`src/rtl/piso_shift_register.sv`:
```
// Parallel-in serial-out shift register with a valid/ready load port.
// It supports back-to-back frames: the next word loads on the edge that consumes the last bit.
module piso_shift_register #(
    parameter int unsigned WIDTH     = 4,
    parameter bit          MSB_FIRST = 1'b1
) (
    input  logic             i_clk,
    input  logic             i_rst_n,
    input  logic [WIDTH-1:0] i_pin,
    input  logic             i_load_valid,
    output logic             o_load_ready,
    input  logic             i_shift_en,
    output logic             o_sout,
    output logic             o_sout_valid,
    output logic             o_busy,
    output logic             o_done
);

    localparam int unsigned CntW = $clog2(WIDTH);
    localparam logic [CntW-1:0] CntLast = CntW'(WIDTH - 1);

    typedef enum logic {StIdle, StShift} state_e;

    state_e            r_state;
    state_e            w_state_nxt;
    logic [WIDTH-1:0]  r_sreg;
    logic [WIDTH-1:0]  w_sreg_nxt;
    logic [CntW-1:0]   r_cnt;
    logic [CntW-1:0]   w_cnt_nxt;
    logic              r_done;
    logic              w_done_nxt;
    logic              w_last_bit;
    logic              w_accept;
    logic              w_out_bit;
    logic [WIDTH-1:0]  w_shifted;

    // Shift toward the output end, filling with zeros behind.
    assign w_shifted = MSB_FIRST ? {r_sreg[WIDTH-2:0], 1'b0} : {1'b0, r_sreg[WIDTH-1:1]};
    assign w_out_bit = MSB_FIRST ? r_sreg[WIDTH-1] : r_sreg[0];

    assign w_last_bit   = (r_state == StShift) && (r_cnt == '0) && i_shift_en;
    assign o_load_ready = (r_state == StIdle) || w_last_bit;
    assign w_accept     = i_load_valid && o_load_ready;

    assign o_sout       = (r_state == StShift) && w_out_bit;
    assign o_sout_valid = (r_state == StShift);
    assign o_busy       = (r_state == StShift);
    assign o_done       = r_done;

    always_comb begin
        w_state_nxt = r_state;
        w_sreg_nxt  = r_sreg;
        w_cnt_nxt   = r_cnt;
        w_done_nxt  = 1'b0;
        unique case (r_state)
            StIdle: begin
                if (w_accept) begin
                    w_sreg_nxt  = i_pin;
                    w_cnt_nxt   = CntLast;
                    w_state_nxt = StShift;
                end
            end
            StShift: begin
                if (i_shift_en) begin
                    if (r_cnt != '0) begin
                        w_sreg_nxt = w_shifted;
                        w_cnt_nxt  = r_cnt - 1'b1;
                    end else begin
                        w_done_nxt = 1'b1;
                        if (w_accept) begin
                            w_sreg_nxt = i_pin;
                            w_cnt_nxt  = CntLast;
                        end else begin
                            w_sreg_nxt  = '0;
                            w_state_nxt = StIdle;
                        end
                    end
                end
            end
            default: w_state_nxt = StIdle;
        endcase
    end

    always_ff @(posedge i_clk or negedge i_rst_n) begin
        if (!i_rst_n) begin
            r_state <= StIdle;
            r_sreg  <= '0;
            r_cnt   <= '0;
            r_done  <= 1'b0;
        end else begin
            r_state <= w_state_nxt;
            r_sreg  <= w_sreg_nxt;
            r_cnt   <= w_cnt_nxt;
            r_done  <= w_done_nxt;
        end
    end

endmodule

```
`config.mk`:
```
export PLATFORM = sky130hd
export DESIGN_NAME = piso_shift_register
export DESIGN_NICKNAME = d
export VERILOG_FILES = /design/src/rtl/piso_shift_register.sv
export SDC_FILE = /design/constraint.sdc
export NUM_CORES = 1
export LEC_CHECK = 0
export CAP_MARGIN = 20
export CORE_AREA = 3 3 40 42
export DETAILED_ROUTE_END_ITERATION = 6
export DIE_AREA = 0 0 43 45
export GPL_ROUTABILITY_DRIVEN = 0
export PLACE_DENSITY_LB_ADDON = 0.25
export SLEW_MARGIN = 10
export SYNTH_ARGS = -nofsm -noshare
export SYNTH_HDL_FRONTEND = slang
export SYNTH_SLANG_ARGS = --single-unit
export TNS_END_PERCENT = 30
```
`constraint.sdc`:
```
create_clock -name i_clk -period 1.9 [get_ports i_clk]
set_input_delay 0.38 -clock i_clk [delete_from_list [all_inputs] [get_ports i_clk]]
set_output_delay 0.38 -clock i_clk [all_outputs]
set_load 0.005 [all_outputs]
```
==> job_summary.md <==
## Implementation flow summary

| Metric | Value |
|---|---|
| Outcome | finished, final reports clean |
| Comb pwr | 0.310 mW |
| Initial DRT Pass Iterations | 3 |
| Buffers outside the clock class | 15 |
| Antenna Cells | 0 |
| Met2 WL | 481 µm |
| Synth Seq Share | 0.5000 |
| CP max-delay cell | or3b_4 |
| Sw Share | 0.3067 |
| Synthesized-area fraction occupied by adder cells | 0 |
| Die X | 43 µm |
| Cell taking the most area after synthesis | dfrtp_1 |
| Num CTS Buffers | 3 |
| Hold crit path type | input port to async pin |
| NumNets Final | 59 |
| XOR/XNOR Fraction of Synth Area | 0 |
| Fin cells | 64 |
| WL met3 | 38 µm |
| Top logic cells by instance count in the layout | 10 x clkdlybuf4s50_1, 8 x dfrtp_1 |
| Post-CTS Setup Repair Bufs | 0 |
| Part of the power in combinational logic | 0.426 |
| Tool Warnings | 26 |
| Top flop regs | r_sreg x4, r_cnt x2 |
| Register area | 200.2 µm² |
| DR top layer | met4 |
| Post-synthesis mux area share | 0.02500 |
layer_met2.png
Drawn at 8 px/µm.
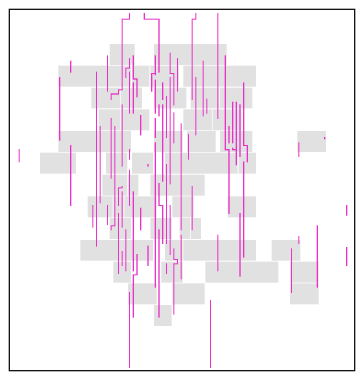
- longest straight run: 21.8 µm
- main direction: vertical
- share of all routed wire: 55%
vias: 329
Routed WL: 882 µm
met2 global-route usage: 0.2006

power_grid.png
Drawn at 12 px/µm. Pins as bars on the die edge. Tap cells in gray.
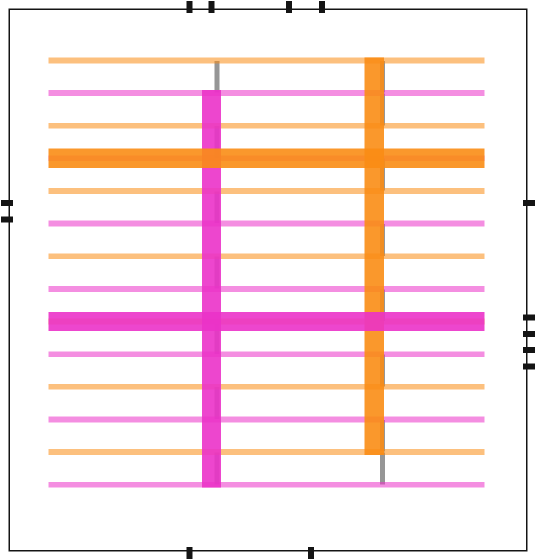
- VSS: magenta
- VDD: orange
- tap cells: 15
- met4 straps: 2
- signal pins: 13
VDD IR max: 0.4646 mV
core area: 1285 µm²

wires.png
Drawn at 8 px/µm. Two of the layers only.
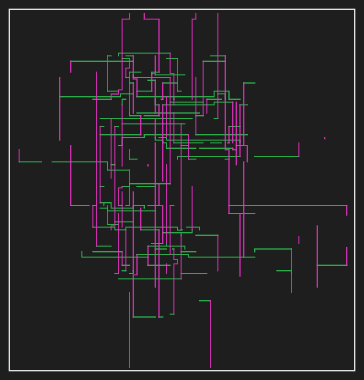
- metal 2: magenta (wire length 481 µm)
- metal 1: green (wire length 351 µm)
WL/cell: 13.78 µm
total global routing track utilization: 0.1108

No activity file was given, so power comes from the tool's default toggle rates.
